<file path="config.mk">
export PLATFORM = sky130hd
export DESIGN_NAME = usb_rx_data_ctrl_flat
export DESIGN_NICKNAME = d
export VERILOG_FILES = /design/src/rtl/usb_rx_data_ctrl_if.sv /design/src/rtl/usb_rx_data_ctrl.sv /design/src/flat_wrapper.sv
export SDC_FILE = /design/constraint.sdc
export NUM_CORES = 1
export LEC_CHECK = 0
export CORE_MARGIN = 10
export CORE_UTILIZATION = 51
export DETAILED_ROUTE_END_ITERATION = 7
export PLACE_DENSITY = 0.79
export SLEW_MARGIN = 20
export SYNTH_ARGS = -nofsm -noshare
export SYNTH_HDL_FRONTEND = slang
export SYNTH_SLANG_ARGS = --single-unit
</file>
<file path="constraint.sdc">
create_clock -name clk -period 2 [get_ports clk]
set_input_delay 0.4 -clock clk [delete_from_list [all_inputs] [get_ports clk]]
set_output_delay 0.4 -clock clk [all_outputs]
set_load 0.005 [all_outputs]
</file>
<file path="src/rtl/usb_rx_data_ctrl_if.sv">
`default_nettype none
// ============================================================================
// Module  : usb_rx_data_ctrl_if
// Brief   : Link-layer signals around the USB DATA-phase receive sequencer.
// Rev     : 1.0  initial release
// ============================================================================
interface usb_rx_data_ctrl_if;
  logic       token_valid;
  logic [3:0] token_pid;
  logic       rx_data_on;
  logic       rx_sop_en;
  logic [3:0] rx_pid;
  logic       rx_lt_eop_en;
  logic       crc16_err;
  logic       ep_ready;
  logic       hs_req;
  logic [3:0] hs_pid;
  logic       hs_ack;
  logic       toggle_clr;
  logic       data_toggle;
  logic       rx_done;
  logic       rx_err;
  logic [1:0] err_code;

  modport master (
    output token_valid, token_pid, rx_sop_en, rx_pid, rx_lt_eop_en, crc16_err,
           ep_ready, hs_ack, toggle_clr,
    input  rx_data_on, hs_req, hs_pid, data_toggle, rx_done, rx_err, err_code
  );

  modport slave (
    input  token_valid, token_pid, rx_sop_en, rx_pid, rx_lt_eop_en, crc16_err,
           ep_ready, hs_ack, toggle_clr,
    output rx_data_on, hs_req, hs_pid, data_toggle, rx_done, rx_err, err_code
  );
endinterface
`default_nettype wire

</file>
<file path="src/rtl/usb_rx_data_ctrl.sv">
`default_nettype none
// ============================================================================
// Module  : usb_rx_data_ctrl
// Brief   : USB device DATA-phase receive sequencer: window, toggle, handshake.
// Rev     : 1.0  initial release
// ============================================================================
module usb_rx_data_ctrl #(
  parameter int TIMEOUT = 1024,
  parameter int CNT_W   = 16
) (
  input  logic               clk,
  input  logic               rst,
  usb_rx_data_ctrl_if.slave  link_io
);

  localparam logic [3:0] c_PID_OUT   = 4'b0001;
  localparam logic [3:0] c_PID_SETUP = 4'b1101;
  localparam logic [3:0] c_PID_DATA0 = 4'b0011;
  localparam logic [3:0] c_PID_DATA1 = 4'b1011;
  localparam logic [3:0] c_PID_ACK   = 4'b0010;
  localparam logic [3:0] c_PID_NAK   = 4'b1010;

  localparam logic [1:0] c_ERR_TIMEOUT = 2'b01;
  localparam logic [1:0] c_ERR_CRC     = 2'b10;
  localparam logic [1:0] c_ERR_PID     = 2'b11;

  localparam logic [CNT_W-1:0] c_CNT_LAST = CNT_W'(TIMEOUT - 1);

  typedef enum logic [1:0] {
    S_IDLE      = 2'd0,
    S_WAIT_DATA = 2'd1,
    S_RECV      = 2'd2,
    S_HS_SEND   = 2'd3
  } state_t;

  state_t           state_q;
  logic [CNT_W-1:0] cnt_q;
  logic             setup_q;
  logic             pkt_tog_q;
  logic             toggle_q;
  logic             toggle_d;
  logic [3:0]       hs_pid_q;
  logic             rx_done_q;
  logic             rx_err_q;
  logic [1:0]       err_code_q;

  logic w_timeout;
  logic w_data_pid;
  logic w_setup_tok;
  logic w_accept;
  logic w_flip;

  assign w_timeout   = (cnt_q == c_CNT_LAST);
  assign w_data_pid  = (link_io.rx_pid == c_PID_DATA0) || (link_io.rx_pid == c_PID_DATA1);
  assign w_setup_tok = (state_q == S_IDLE) && link_io.token_valid &&
                       (link_io.token_pid == c_PID_SETUP);
  // SETUP payloads must always be taken, so endpoint back-pressure only applies to OUT
  assign w_accept    = link_io.ep_ready || setup_q;
  assign w_flip      = (state_q == S_RECV) && link_io.rx_lt_eop_en && !link_io.crc16_err &&
                       w_accept && (pkt_tog_q == toggle_q);

  always_comb begin
    toggle_d = toggle_q;
    if (w_flip)             toggle_d = ~toggle_q;
    if (w_setup_tok)        toggle_d = 1'b0;
    if (link_io.toggle_clr) toggle_d = 1'b0;
  end

  always_ff @(posedge clk or posedge rst) begin
    if (rst) begin
      state_q    <= S_IDLE;
      cnt_q      <= '0;
      setup_q    <= 1'b0;
      pkt_tog_q  <= 1'b0;
      toggle_q   <= 1'b0;
      hs_pid_q   <= c_PID_ACK;
      rx_done_q  <= 1'b0;
      rx_err_q   <= 1'b0;
      err_code_q <= 2'b00;
    end else begin
      rx_done_q <= 1'b0;
      rx_err_q  <= 1'b0;
      toggle_q  <= toggle_d;
      cnt_q     <= cnt_q + CNT_W'(1);
      case (state_q)
        S_IDLE: begin
          cnt_q   <= '0;
          setup_q <= 1'b0;
          if (link_io.token_valid && (link_io.token_pid == c_PID_OUT || w_setup_tok)) begin
            state_q <= S_WAIT_DATA;
            setup_q <= w_setup_tok;
          end
        end
        S_WAIT_DATA: begin
          if (link_io.rx_sop_en) begin
            if (w_data_pid) begin
              state_q   <= S_RECV;
              cnt_q     <= '0;
              pkt_tog_q <= link_io.rx_pid[3];
            end else begin
              state_q    <= S_IDLE;
              rx_err_q   <= 1'b1;
              err_code_q <= c_ERR_PID;
            end
          end else if (w_timeout) begin
            state_q    <= S_IDLE;
            rx_err_q   <= 1'b1;
            err_code_q <= c_ERR_TIMEOUT;
          end
        end
        S_RECV: begin
          if (link_io.rx_lt_eop_en) begin
            if (link_io.crc16_err) begin
              state_q    <= S_IDLE;
              rx_err_q   <= 1'b1;
              err_code_q <= c_ERR_CRC;
            end else if (!w_accept) begin
              state_q  <= S_HS_SEND;
              hs_pid_q <= c_PID_NAK;
            end else begin
              // A toggle mismatch is a host retry of a packet already taken: ACK it silently
              state_q   <= S_HS_SEND;
              hs_pid_q  <= c_PID_ACK;
              rx_done_q <= (pkt_tog_q == toggle_q);
            end
          end else if (w_timeout) begin
            state_q    <= S_IDLE;
            rx_err_q   <= 1'b1;
            err_code_q <= c_ERR_TIMEOUT;
          end
        end
        S_HS_SEND: begin
          if (link_io.hs_ack) begin
            state_q <= S_IDLE;
          end
        end
      endcase
    end
  end

  assign link_io.rx_data_on  = (state_q == S_WAIT_DATA) || (state_q == S_RECV);
  assign link_io.hs_req      = (state_q == S_HS_SEND);
  assign link_io.hs_pid      = hs_pid_q;
  assign link_io.data_toggle = toggle_q;
  assign link_io.rx_done     = rx_done_q;
  assign link_io.rx_err      = rx_err_q;
  assign link_io.err_code    = err_code_q;

endmodule
`default_nettype wire

</file>
<file path="src/flat_wrapper.sv">
// flat-port wrapper written by rule: the top's interface ports become plain ports
module usb_rx_data_ctrl_flat 
#(
  parameter int TIMEOUT = 1024,
  parameter int CNT_W   = 16
)
  (clk, rst, link_io_token_valid, link_io_token_pid, link_io_rx_sop_en, link_io_rx_pid, link_io_rx_lt_eop_en, link_io_crc16_err, link_io_ep_ready, link_io_hs_ack, link_io_toggle_clr, link_io_rx_data_on, link_io_hs_req, link_io_hs_pid, link_io_data_toggle, link_io_rx_done, link_io_rx_err, link_io_err_code);
  usb_rx_data_ctrl_if link_io_i ();
  input  logic clk;
  input  logic rst;
  input wire logic [$bits(link_io_i.token_valid)-1:0] link_io_token_valid;
  input wire logic [$bits(link_io_i.token_pid)-1:0] link_io_token_pid;
  input wire logic [$bits(link_io_i.rx_sop_en)-1:0] link_io_rx_sop_en;
  input wire logic [$bits(link_io_i.rx_pid)-1:0] link_io_rx_pid;
  input wire logic [$bits(link_io_i.rx_lt_eop_en)-1:0] link_io_rx_lt_eop_en;
  input wire logic [$bits(link_io_i.crc16_err)-1:0] link_io_crc16_err;
  input wire logic [$bits(link_io_i.ep_ready)-1:0] link_io_ep_ready;
  input wire logic [$bits(link_io_i.hs_ack)-1:0] link_io_hs_ack;
  input wire logic [$bits(link_io_i.toggle_clr)-1:0] link_io_toggle_clr;
  output wire logic [$bits(link_io_i.rx_data_on)-1:0] link_io_rx_data_on;
  output wire logic [$bits(link_io_i.hs_req)-1:0] link_io_hs_req;
  output wire logic [$bits(link_io_i.hs_pid)-1:0] link_io_hs_pid;
  output wire logic [$bits(link_io_i.data_toggle)-1:0] link_io_data_toggle;
  output wire logic [$bits(link_io_i.rx_done)-1:0] link_io_rx_done;
  output wire logic [$bits(link_io_i.rx_err)-1:0] link_io_rx_err;
  output wire logic [$bits(link_io_i.err_code)-1:0] link_io_err_code;
  assign link_io_i.token_valid = link_io_token_valid;
  assign link_io_i.token_pid = link_io_token_pid;
  assign link_io_i.rx_sop_en = link_io_rx_sop_en;
  assign link_io_i.rx_pid = link_io_rx_pid;
  assign link_io_i.rx_lt_eop_en = link_io_rx_lt_eop_en;
  assign link_io_i.crc16_err = link_io_crc16_err;
  assign link_io_i.ep_ready = link_io_ep_ready;
  assign link_io_i.hs_ack = link_io_hs_ack;
  assign link_io_i.toggle_clr = link_io_toggle_clr;
  assign link_io_rx_data_on = link_io_i.rx_data_on;
  assign link_io_hs_req = link_io_i.hs_req;
  assign link_io_hs_pid = link_io_i.hs_pid;
  assign link_io_data_toggle = link_io_i.data_toggle;
  assign link_io_rx_done = link_io_i.rx_done;
  assign link_io_rx_err = link_io_i.rx_err;
  assign link_io_err_code = link_io_i.err_code;
  usb_rx_data_ctrl #(.TIMEOUT(TIMEOUT), .CNT_W(CNT_W)) u_core (.clk(clk), .rst(rst), .link_io(link_io_i));
endmodule
</file>
metal_stack.png
Only two layers are drawn.
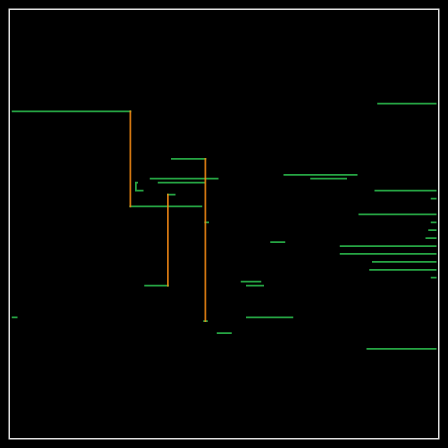
colour	layer	wire length
orange	met4	59.8 um
green	met3	208 um

registers.png
Scale bar: 20 um. Other sequential cells in the stronger grey, the rest of the logic in the fainter grey.
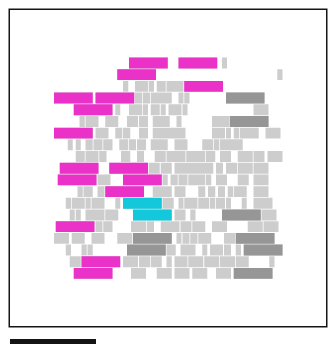
colour	netlist name	sequential cells
magenta	u_core.cnt_q	16
cyan	u_core.state_q	2
not coloured	8

drive_strength.png
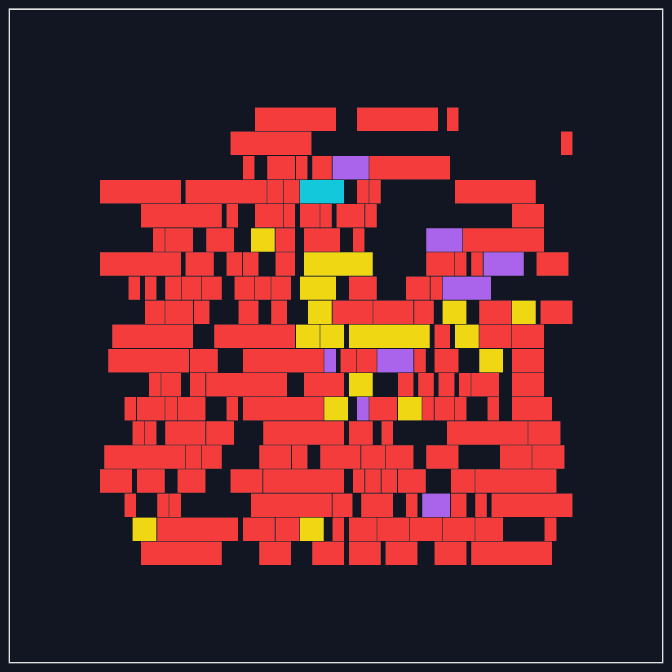
colour	size	cells	share	most used
cyan	drive 6 and up	1	0.55%	clkbuf_8
purple	drive 2	8	4.4%	mux2_2
yellow	drive 3 to 4	16	8.8%	buf_4
red	drive 1 or less	157	86%	dfrtp_1

gate_families.png
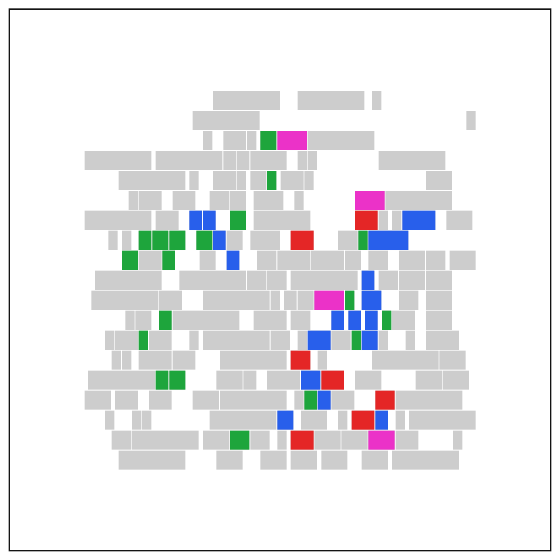
colour	family	cells
blue	inverting AOI/OAI gates	17
green	NAND gates	19
magenta	multiplexers	4
red	AND-OR and OR-AND gates	7

final_congestion.png
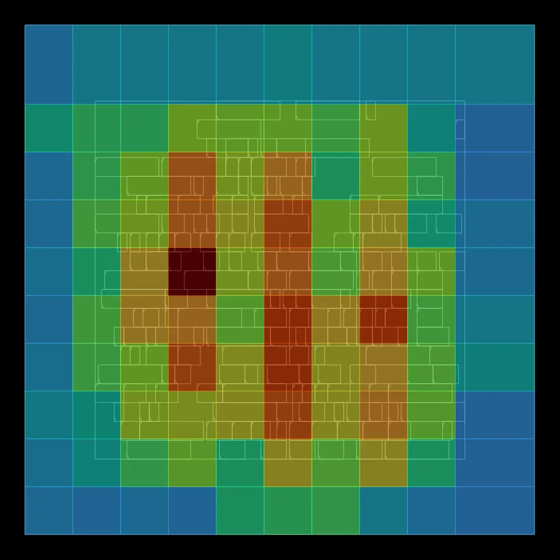
Total GRT Usage: 12.20%
Final Util: 66.56%
routing usage on met1: 13.13%
met3 Usage GRT: 2.557%
global-route track usage on met2: 22.16%

worst max-delay path by stage:
stage	endpoint	slack, ns	startpoint	depth (start not counted)
floorplan	u_core.link_io.err_code[1]	0.27	u_core.state_q[0]	6
global placement	u_core.link_io.err_code[1]	0.16	link_io_crc16_err	6
detailed placement	u_core.link_io.err_code[1]	0.13	link_io_crc16_err	6
CTS	link_io_rx_data_on	0.02	u_core.state_q[1]	3
global route	link_io_hs_req	0.007	u_core.state_q[1]	3
finish	link_io_hs_req	0.03	u_core.state_q[0]	3
metal layers:
metal / part of all wire, % / vias up / wire (um) / GRT usage, %
li1: - / 592 / - / -
met1: 41 / 600 / 1372 / 13.13
met2: 50 / 42 / 1670 / 22.16
met3: 6.3 / 7 / 207 / 2.557
met4: 1.8 / 0 / 59 / 5.383
met5: 0 / - / 0 / 0
sequential cells by signal, summed over array words and instances, names as in the netlist:
register and cells:
u_core.link_io.data_toggle 1, u_core.link_io.hs_pid 1, u_core.link_io.rx_err 1, u_core.link_io.err_code 2, u_core.setup_q 1, u_core.link_io.rx_done 1, u_core.pkt_tog_q 1, u_core.cnt_q 16
u_core.state_q 2
tightest hold or removal path, stage by stage:
cell	delay (ns)
clkdlybuf4s50_1	0.39
inv_1	0.05
buf_4	0.31
where the power goes:
part | internal, mW | leakage [nW] | switching, mW
Clock | 0.112 | 0.0210 | 0.160
Combinational | 0.384 | 0.455 | 0.369
Sequential | 0.616 | 0.344 | 0.0815
Total | 1.11 | 0.820 | 0.610
through the flow:
step,area [um2],std cells
6_report,1836,213
5_1_grt,1836,213
4_1_cts,1826,212
3_5_place_dp,1762,206
3_3_place_gp,1762,206
2_1_floorplan,1465,150
repair_timing:
item / CTS / global route
resized: 3 / 1
endpoints found under the setup margin: 1 / 2
buffers inserted: 2 / 1
hold buffers: 0 / 0
==> run summary <==
Seq. cell area - 650.6 um2
H-Tree Depth - 1
PnR worst setup slack - 0.03320 ns
Setup TNS - 0 ns
Syn avg cell area - 9.808 um2
# nets final - 206
Initial DRC Count - 64
Worst Path Max Fanout - 3
Flop count - 26
Most common logic cells in the final layout - 26 x dfrtp_1, 23 x clkdlybuf4s50_1, 19 x nor2_1
Logic share of the area - 40.90%
Buf/Inv on CP - 2
Final Cycle Share - 98.34%
Inverters - 11
Buffers excl. clock - 34
Chip area - 5407 um2
Multi-input gates - 107
Slowest-stage cell, CP - clkdlybuf4s50_1
Drt total wl - 3.310 mm
Hold crit path type - in -> async
CTS root buffer - clkbuf_4
# Cells Yosys - 149
Pwr Total - 1.721 mW
Inserted Diodes - 0
DRT Pass-1 Iters - 4
Seq share, synth - 44.52%
Largest stage delay, worst path - 0.46 ns
FF-to-FF Start - u_core.state_q[0]
Crit path max-delay family - buffers and inverters
Num CTS Buffers - 3
Leak pwr - 0.8201 nW
Yosys aoi share - 11.82%
Post-synth ARST share - 100.0%
Outcome - complete, no violations
Gr ovfl total - 0
Worst Hold Slack - 0.4066 ns
Clk latency late pin - 0.33 ns
Top cells, area - dfrtp_1 45%, ha_1 5.1%, nor2_1 4.9%
Yosys Chip Area - 1461 um2
Share of cells above drive strength 1 - 13.74%
Mapped cell area - 1461 um2
Area fraction in mux cells - 2.997%
Cells after synthesis - 149
Power figures rest on the tool's default switching activity, not on a simulated workload.
